File: src/rtl/pipe_ctrl_pkg.sv
// Shared stall-bus encoding, pipeline stage indices and multi-cycle FSM states
// for the pipeline stall/flush controller.
package pipe_ctrl_pkg;

    localparam int STALL_W = 6;

    localparam logic STOP     = 1'b1;
    localparam logic NOT_STOP = 1'b0;

    localparam logic [STALL_W-1:0] STALL_NONE = '0;

    typedef enum logic [2:0] {
        STAGE_WB  = 3'd0,
        STAGE_MEM = 3'd1,
        STAGE_EX  = 3'd2,
        STAGE_ID  = 3'd3,
        STAGE_IF  = 3'd4,
        STAGE_PC  = 3'd5
    } stage_e;

    typedef enum logic [1:0] {
        MC_IDLE = 2'd0,
        MC_BUSY = 2'd1,
        MC_DONE = 2'd2
    } mc_state_e;

    // Freeze every stage from PC down to 'stage'; the next register down takes the bubble.
    function automatic logic [STALL_W-1:0] stall_from(input stage_e stage);
        logic [STALL_W-1:0] v;
        v = STALL_NONE;
        for (int i = 0; i < STALL_W; i++) begin
            v[i] = (i >= int'(stage)) ? STOP : NOT_STOP;
        end
        return v;
    endfunction

endpackage

File: src/rtl/pipe_ctrl_mc_seq.sv
// Multi-cycle EX unit sequencer: start/done handshake, timeout watchdog and
// cancel on flush or timeout.
module pipe_ctrl_mc_seq
    import pipe_ctrl_pkg::*;
#(
    parameter int unsigned MC_TIMEOUT = 64
) (
    input  logic clk,
    input  logic rst,
    input  logic ex_mc_req,
    input  logic mc_done,
    input  logic stallreq_mem,
    input  logic flush,
    output logic ex_stall,
    output logic mc_start,
    output logic mc_cancel,
    output logic mc_err
);

    localparam int TW = (MC_TIMEOUT > 2) ? $clog2(MC_TIMEOUT) : 1;

    mc_state_e     state;
    logic [TW-1:0] busy_cnt;
    logic          timeout;

    // A late done still wins over the watchdog in the same cycle.
    always_comb begin
        timeout   = (state == MC_BUSY) && !mc_done && (busy_cnt == TW'(MC_TIMEOUT - 1));
        ex_stall  = !rst && ((state == MC_BUSY) || ((state == MC_IDLE) && ex_mc_req));
        mc_start  = !rst && (state == MC_IDLE) && ex_mc_req && !stallreq_mem && !flush;
        mc_cancel = !rst && ((flush && (state != MC_IDLE)) || timeout);
    end

    always_ff @(posedge clk) begin
        if (rst) begin
            state    <= MC_IDLE;
            busy_cnt <= '0;
            mc_err   <= 1'b0;
        end else begin
            if (timeout) begin
                mc_err <= 1'b1;
            end
            if (flush) begin
                state <= MC_IDLE;
            end else begin
                case (state)
                    MC_IDLE: begin
                        if (mc_start) begin
                            state    <= MC_BUSY;
                            busy_cnt <= '0;
                        end
                    end
                    MC_BUSY: begin
                        busy_cnt <= busy_cnt + TW'(1);
                        if (mc_done) begin
                            state <= MC_DONE;
                        end else if (timeout) begin
                            state <= MC_IDLE;
                        end
                    end
                    // Result must stay valid until EX can actually advance.
                    MC_DONE: begin
                        if (!stallreq_mem) begin
                            state <= MC_IDLE;
                        end
                    end
                    default: state <= MC_IDLE;
                endcase
            end
        end
    end

endmodule

File: src/rtl/pipe_ctrl.sv
// Central stall/flush controller: merges ID/EX/MEM stall requests into the
// shared stall vector and counts stalled cycles for performance monitoring.
module pipe_ctrl
    import pipe_ctrl_pkg::*;
#(
    parameter int unsigned MC_TIMEOUT = 64,
    parameter int unsigned CNT_W      = 32
) (
    input  logic               clk,
    input  logic               rst,
    input  logic               stallreq_id_i,
    input  logic               stallreq_mem_i,
    input  logic               ex_mc_req_i,
    input  logic               mc_done_i,
    input  logic               flush_i,
    output logic               mc_start_o,
    output logic               mc_cancel_o,
    output logic               mc_err_o,
    output logic [STALL_W-1:0] stall_o,
    output logic               flush_o,
    output logic [CNT_W-1:0]   stall_cnt_o
);

    logic ex_stall;

    pipe_ctrl_mc_seq #(
        .MC_TIMEOUT(MC_TIMEOUT)
    ) u_mc_seq (
        .clk         (clk),
        .rst         (rst),
        .ex_mc_req   (ex_mc_req_i),
        .mc_done     (mc_done_i),
        .stallreq_mem(stallreq_mem_i),
        .flush       (flush_i),
        .ex_stall    (ex_stall),
        .mc_start    (mc_start_o),
        .mc_cancel   (mc_cancel_o),
        .mc_err      (mc_err_o)
    );

    // Deepest requesting stage wins: a stall further down must also hold everything above it.
    always_comb begin
        stall_o = STALL_NONE;
        flush_o = 1'b0;
        if (rst) begin
            stall_o = STALL_NONE;
        end else if (flush_i) begin
            flush_o = 1'b1;
        end else if (stallreq_mem_i) begin
            stall_o = stall_from(STAGE_MEM);
        end else if (ex_stall) begin
            stall_o = stall_from(STAGE_EX);
        end else if (stallreq_id_i) begin
            stall_o = stall_from(STAGE_ID);
        end
    end

    always_ff @(posedge clk) begin
        if (rst) begin
            stall_cnt_o <= '0;
        end else if ((stall_o != STALL_NONE) && (stall_cnt_o != '1)) begin
            stall_cnt_o <= stall_cnt_o + CNT_W'(1);
        end
    end

endmodule

File: config.mk
export PLATFORM = sky130hd
export DESIGN_NAME = pipe_ctrl
export DESIGN_NICKNAME = d
export VERILOG_FILES = /design/src/rtl/pipe_ctrl_pkg.sv /design/src/rtl/pipe_ctrl_mc_seq.sv /design/src/rtl/pipe_ctrl.sv
export SDC_FILE = /design/constraint.sdc
export NUM_CORES = 1
export LEC_CHECK = 0
export ABC_AREA = 1
export CAP_MARGIN = 30
export CORE_AREA = 4 4 83 85
export DETAILED_ROUTE_END_ITERATION = 16
export DIE_AREA = 0 0 87 89
export PLACE_DENSITY = 0.78
export RECOVER_POWER = 100
export SLEW_MARGIN = 10
export SYNTH_ARGS = -nofsm -noshare
export SYNTH_HDL_FRONTEND = slang
export SYNTH_SLANG_ARGS = --single-unit
File: constraint.sdc
create_clock -name clk -period 1.9 [get_ports clk]
set_input_delay 0.38 -clock clk [delete_from_list [all_inputs] [get_ports clk]]
set_output_delay 0.38 -clock clk [all_outputs]
set_load 0.03 [all_outputs]
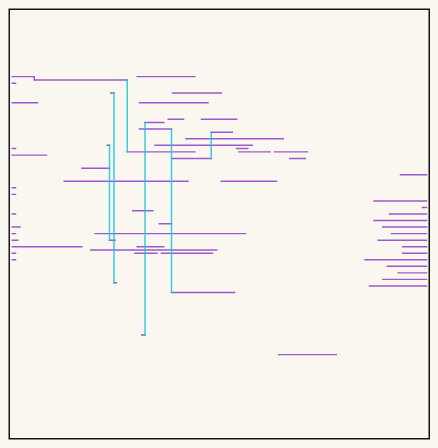
Fig. 1. Metal layers overlaid (run 1).
Only two layers are drawn.
cyan -> metal 4  # wire length 158 um
purple -> metal 3  # wire length 479 um

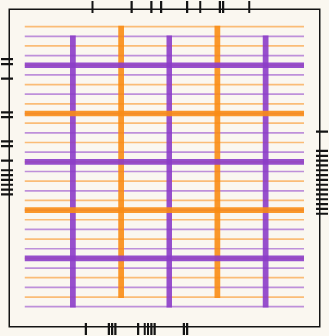
Fig. 2. Supply network (run 1).
Pins as bars on the die edge.
orange -> VDD
purple -> VSS
rows = 29
met5 straps = 5
met1 rails = 30
met4 straps = 5
signal pins = 49

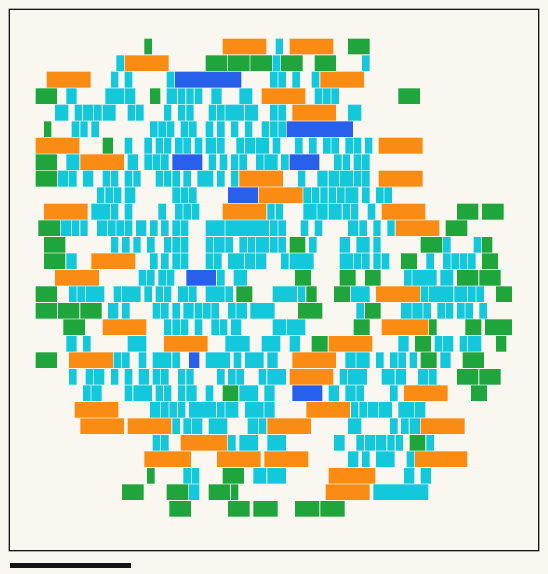
Fig. 3. Cells coloured by class (run 1).
The bar under the picture is 20 um long.
orange -> flops  # cells 41
blue -> clock drivers and dummy loads  # cells 8
green -> other buffers and delay cells  # cells 67
cyan -> combinational and other logic  # cells 378

==> flow_summary_export.csv, run 1 <==
group,metric,value,unit
finish,signal_buffers,67,
clock_network,htreeDepth,2,
run_status,status,"finished, final reports clean",
worst_setup_path,required,1520,ps
flow_run,cap_violations,0,
power_and_ir_drop,p_sw_share,23.7,%
worst_hold_path,min_path_type,"reg2reg",
finish,comb-cell-share,48.6,%
place,placed_cell_area,3280,sq um
power_and_ir_drop,power.leakage,1.27,nW
yosys,synth-xor-area-share,5.25,%
finish,final.fill_count,606,
global_route,grt_use_total,19.7,%
worst_setup_path,r2r-end,"stall_cnt_o[18]",
clock_network,numCtsBuffers,5,
finish,seq_cells,41,
floorplan,fp_util,43.0,%
finish,dominant_cells,"logic gates",
clock_network,cts_root_buf,"clkbuf_8",
worst_setup_path,end_kind,"output port",
global_route,grt_max_degree,29,
floorplan,die_x,87,um
yosys,synth_area,2670,sq um
worst_setup_path,critical_path_class,"reg2out",
finish,mostFrequentLayoutCells,"nand2_1 (138), nor2_1 (85), dfxtp_1 (36), clkdlybuf4s50_1 (31), inv_1 (30)",
finish,inverters,32,
detailed_routing,num_vias,2873,
yosys,yosysCellCount,432,
sta,timing.fmax,537,MHz
sta,final.min_clock_period,1860,ps
global_route,grt.overflow.total,0,
sta,clock_skew,6.43,ps
worst_setup_path,arrival,1480,ps
power_and_ir_drop,p_per_area,558,nW/um^2
detailed_routing,via_per_inst,5.03,
global_route,antenna_found_initial,0,
yosys,synth.avg_cell_area,6.18,sq um
yosys,yosys_area,2670,sq um
floorplan,chip_area,7740,sq um
sta,finalCritPeriodShare,98.0,%
sta,setup_violations,0,
worst_setup_path,startpoint_type,"register",
detailed_routing,drt-total-wl,7260,um
place,io_buffers,47,
floorplan,ioPinCount,49,
place,place_congestion,0.901,
power_and_ir_drop,powerSeq,870,uW
yosys,ys_top_logic_family,"simple AND/OR/NAND/NOR gates",
finish,final_util,55.1,%
power_and_ir_drop,powerClk,845,uW
place,place_ws,-98.3,ps
floorplan,tapCellCount,77,
sta,drv_slew,0,
sta,fin_setup_tns,0,ps
finish,comb.multi_input.count,346,
yosys,yosys_warnings,0,
sta,timing.hold.ws,475,ps
power_and_ir_drop,power-top-group,"registers",
clock_network,cts.sinks,41,
clock_network,cts_buffer_depth,2,
finish,instances_no_fill,571,
power_and_ir_drop,internal_power,1.46,mW
floorplan,die_h,89,um
yosys,syn_inst,432,
finish,n_antenna_cell,0,
worst_setup_path,reg2reg_slack,170,ps
finish,final_common_cell,"nand2_1",
clock_network,cts_tree,"built",
detailed_routing,drc,0,
power_and_ir_drop,p_switching,452,uW
power_and_ir_drop,power_frac_comb,10.1,%
yosys,syn-num-nets,441,
power_and_ir_drop,p_clk_share,44.3,%
finish,flop_area,830,sq um
clock_network,clkTransAtPathRegs,90,ps
finish,num-clock-buffers,5,
power_and_ir_drop,combinationalPower,192,uW
detailed_routing,detail-route-antenna-nets,0,
finish,clkCellAreaFrac,3.91,%
clock_network,cts_hold_buf,0,
yosys,ys_sh_mux,0,%
global_route,grt_pass1_vias,2654,
finish,drive_gt1_share,14.8,%
sta,rsz0062_at_grt,"true",
worst_setup_path,reg2reg_from,"stall_cnt_o[0]",
finish,final-nonclk-buf-share,16.9,%
floorplan,core,6200,sq um
power_and_ir_drop,power.total,1.91,mW
## run 1: registers in the layout, indices dropped and copies added, names as in the netlist
register	cells
stall_cnt_o	32
u_mc_seq.busy_cnt	6
u_mc_seq.state	2
u_mc_seq.mc_err	1
## run 1: cell usage after synthesis
library cell,count,area share (%)
nor2_2,1,0.23
nor3b_1,1,0.28
clkbuf_1,4,0.56
nor3_1,5,0.94
inv_1,31,4.4
nand3_1,25,4.7
nor2_4,2,0.84
dfxtp_1,41,31
a21oi_2,10,3.3
xnor2_1,6,2.0
xor2_1,10,3.3
buf_6,1,0.42
inv_2,1,0.14
nand2_1,140,20
nand4_1,11,2.6
o21ai_0,8,1.5
nand2_4,3,1.3
ha_1,2,0.94
buf_12,1,0.75
nand3b_1,2,0.56
nor2_8,1,0.75
a21oi_1,19,3.6
buf_4,4,1.1
buf_2,3,0.56
conb_1,1,0.14
nand2_2,10,2.3
nor2_1,89,13
## run 1: worst max-delay path, cell delays in order, from the launching register on
cell and delay (ps):
dfxtp_1 340, buf_2 160, clkdlybuf4s50_1 680
## run 1: metal layers
layer | wire length, um | track usage [%]
met1 | 3160 | 25.0
met2 | 3460 | 33.7
met3 | 479 | 3.69
met4 | 157 | 6.09
met5 | 0 | 0
## run 1: worst max path at each step
stage,start,end,slack (ps),cells after the start
floorplan,stall_cnt_o[0],stall_cnt_o[6],130,11
global placement,ex_mc_req_i,stall_o[3],-30,8
detailed placement,ex_mc_req_i,stall_cnt_o[28],-100,12
CTS,u_mc_seq.state[0],mc_cancel_o,-7,7
global route,u_mc_seq.state[0],mc_cancel_o,-50,7
finish,stall_cnt_o[29],stall_cnt_o[29],40,2
## run 1: timing repair
item	CTS	global route
pin swaps	2	4
setup endpoints to repair	4	10
endpoints found under the hold margin	0	0
setup buffers	2	1
gates resized	3	21
Fig. 4: run 1, clock network drawn from the DEF
The bar under the picture is 20 um long.
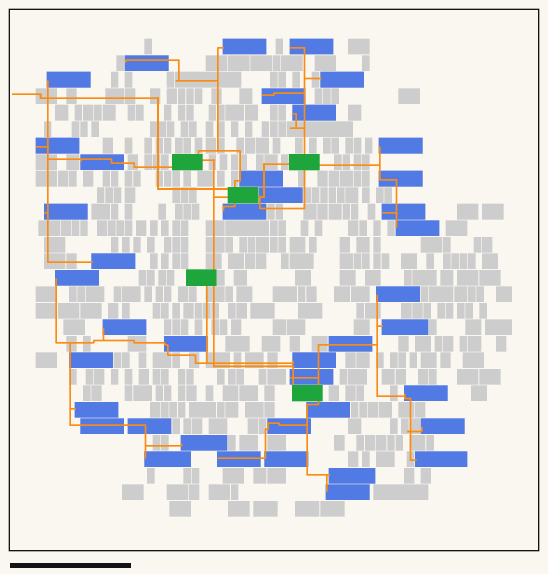

==> run 2: changes to the inputs <==
Settings changed: CORE_AREA 4 4 83 85 to 4 4 79 81, DIE_AREA 0 0 87 89 to 0 0 83 85, PLACE_DENSITY 0.78 to 0.84.
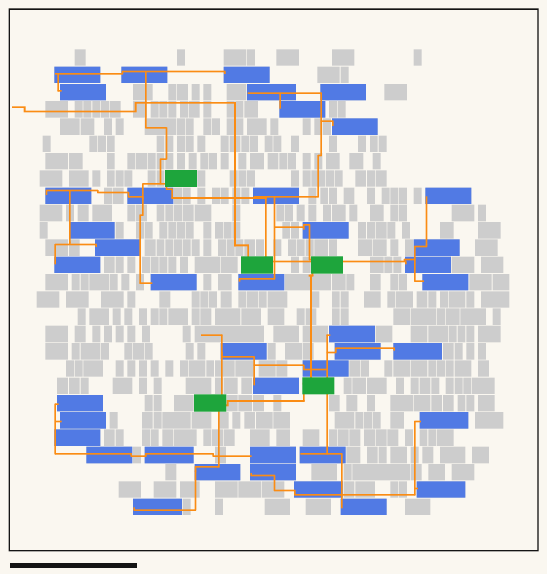
Fig. 5. Clock network drawn from the DEF (run 2).
The bar under the picture is 20 um long.
green -> clock drivers  # count 5
orange -> clock wires  # length 562 um
blue -> flip-flops  # count 41
routed clock nets = 6

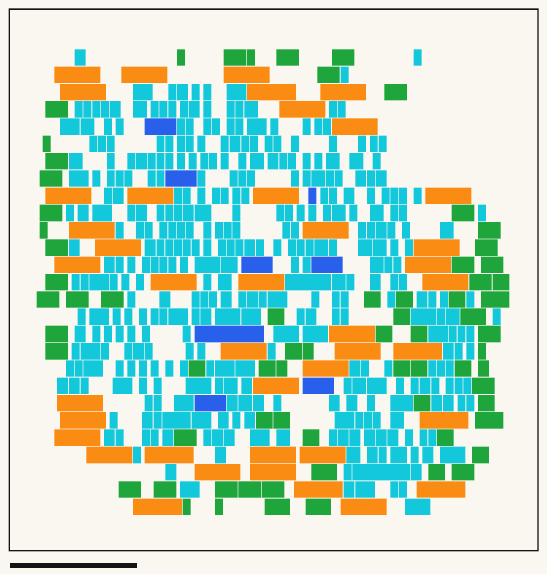
Fig. 6. Cells coloured by class (run 2).
The bar under the picture is 20 um long.
row cnt: 27
Layout Utilization: 62.5%
design area: 3420 sq um
core area: 5470 sq um

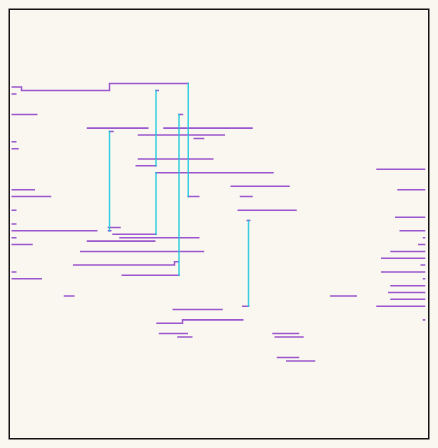
Fig. 7. Metal layers overlaid (run 2).
Only two layers are drawn.
routed via count: 2874
wire per inst: 12.3 um

==> flow_summary_export.csv, run 2 <==
group,metric,value,unit
power_and_ir_drop,p_per_area,527,nW/um^2
sta,timing.hold.ws,464,ps
floorplan,chip_area,7060,sq um
detailed_routing,drc,0,
yosys,yosys_warnings,0,
sta,worst_slack,57.7,ps
yosys,syn_inst,432,
clock_network,numCtsBuffers,5,
sta,finalHoldViolCount,0,
sta,clock_skew,6.96,ps
clock_network,cts_buffer_depth,2,
sta,drv_slew,0,
sta,setup_violations,0,
yosys,synth_area,2670,sq um
yosys,edf_count,0,
worst_setup_path,required,1520,ps
detailed_routing,via_per_inst,5.06,
worst_setup_path,path_cells,"clkdlybuf4s50_1",
detailed_routing,drt-total-wl,7000,um
yosys,yosys_area,2670,sq um
worst_setup_path,reg2reg_slack,180,ps
finish,top_register,"stall_cnt_o",
sta,timing.fmax,543,MHz
clock_network,cts_tree,"built",
detailed_routing,detail-route-antenna-nets,0,
yosys,top_area_cell,"dfxtp_1",
yosys,synthArstFlopShare,0,%
global_route,antenna_found_initial,0,
yosys,yosysCellCount,432,
worst_setup_path,end_kind,"output port",
run_status,status,"finished, final reports clean",
yosys,synthFlopType,"dfxtp_1",
global_route,grt_pass1_vias,2777,
power_and_ir_drop,power.total,1.80,mW
worst_setup_path,critical_path_class,"reg2out",
worst_setup_path,startpoint_type,"register",
worst_setup_path,cp_num_buf_inv,1,
finish,flop_area,830,sq um
power_and_ir_drop,power.leakage,1.28,nW
finish,final_common_cell,"nand2_1",
yosys,most_common_cell,"nand2_1",
finish,instances_no_fill,568,
worst_setup_path,endpoint,"stall_cnt_o[5]",
clock_network,htreeDepth,2,
global_route,grt.overflow.total,0,
finish,mostFrequentLayoutCells,"nand2_1 (139), nor2_1 (85), dfxtp_1 (34), inv_1 (29), clkdlybuf4s50_1 (28)",
sta,finalCritPeriodShare,97.0,%
yosys,top_area_share,30.7,%
finish,drive_gt1_share,15.7,%
yosys,syn-num-nets,441,
floorplan,die_x,83,um
worst_setup_path,max_stage_delay,720,ps
yosys,synthTopCellsByCount,"nand2_1 (140), nor2_1 (89), dfxtp_1 (41), inv_1 (31), nand3_1 (25)",
floorplan,fp_util,48.8,%
place,place_ws,-10.1,ps
worst_setup_path,critPathTopFamily,"buffers and inverters",
worst_hold_path,min_path_type,"reg2reg",
worst_setup_path,arrival,1460,ps
worst_setup_path,r2r-end,"stall_cnt_o[28]",
sta,final.min_clock_period,1840,ps
yosys,yosys-top-cells-area,"dfxtp_1 (31%), nand2_1 (20%), nor2_1 (13%)",
worst_setup_path,slowest_stage,"clkdlybuf4s50_1",
worst_setup_path,path_depth,1,
worst_setup_path,reg2reg_from,"stall_cnt_o[0]",
place,io_buffers,47,
floorplan,ioPinCount,49,
place,place_congestion,0.878,
worst_setup_path,crit_start,"stall_cnt_o[5]",
clock_network,cts_root_buf,"clkbuf_8",
yosys,synth.avg_cell_area,6.18,sq um
floorplan,die_h,85,um
finish,final.fill_count,546,
## run 2: cell counts after synthesis
Identical to the previous run, type by type.
## run 2: metrics by stage
step / cell area, sq um / TNS (ps)
after floorplan: 2670 / 0
after global placement: 3250 / 0
after detailed placement: 3250 / -54.4
after CTS: 3400 / 0
after global routing: 3420 / 0
final: 3420 / 0
## run 2: what timing repair did
| action | CTS | global route |
|---|---|---|
| pin swaps | 1 | 6 |
| buffers inserted | 2 | 5 |
| endpoints found under the setup margin | 4 | 15 |
| resized | 7 | 24 |
| hold buffers | 0 | 0 |
## run 2: layer usage
metal / GRT usage, % / wire (um) / vias up
li1: - / - / 1480
met1: 24.3 / 3070 / 1291
met2: 35.3 / 3370 / 91
met3: 5.24 / 447 / 12
met4: 7.43 / 118 / 0
met5: 0 / 0 / -
## run 2: kinds of logic after synthesis
logic type | share of synthesized area [%]
adders and majority gates | 0.937
and+or+nand+nor | 46.7
AOI/OAI and AO/OA | 8.34
xor gates and xnor gates | 5.25
buffers and inverters | 7.92
DFF | 30.7
other | 0.140
## run 2: layout make-up
class | instances | area share [%]
tap | 72 | 2.64
clock buffer | 7 | 2.53
multi-input combinational | 346 | 49.0
inverter | 32 | 3.51
sequential | 41 | 24.3
timing repair buffer | 69 | 17.2
clock inverter | 1 | 0.878
## run 2: power breakdown
group | leakage, nW | internal (mW) | total [mW] | switching (mW)
registers | 0.334 | 0.864 | 0.871 | 0.00647
clock network | 0.0585 | 0.429 | 0.740 | 0.311
logic | 0.890 | 0.0705 | 0.192 | 0.122
Power is estimated from default activity; no workload was simulated.
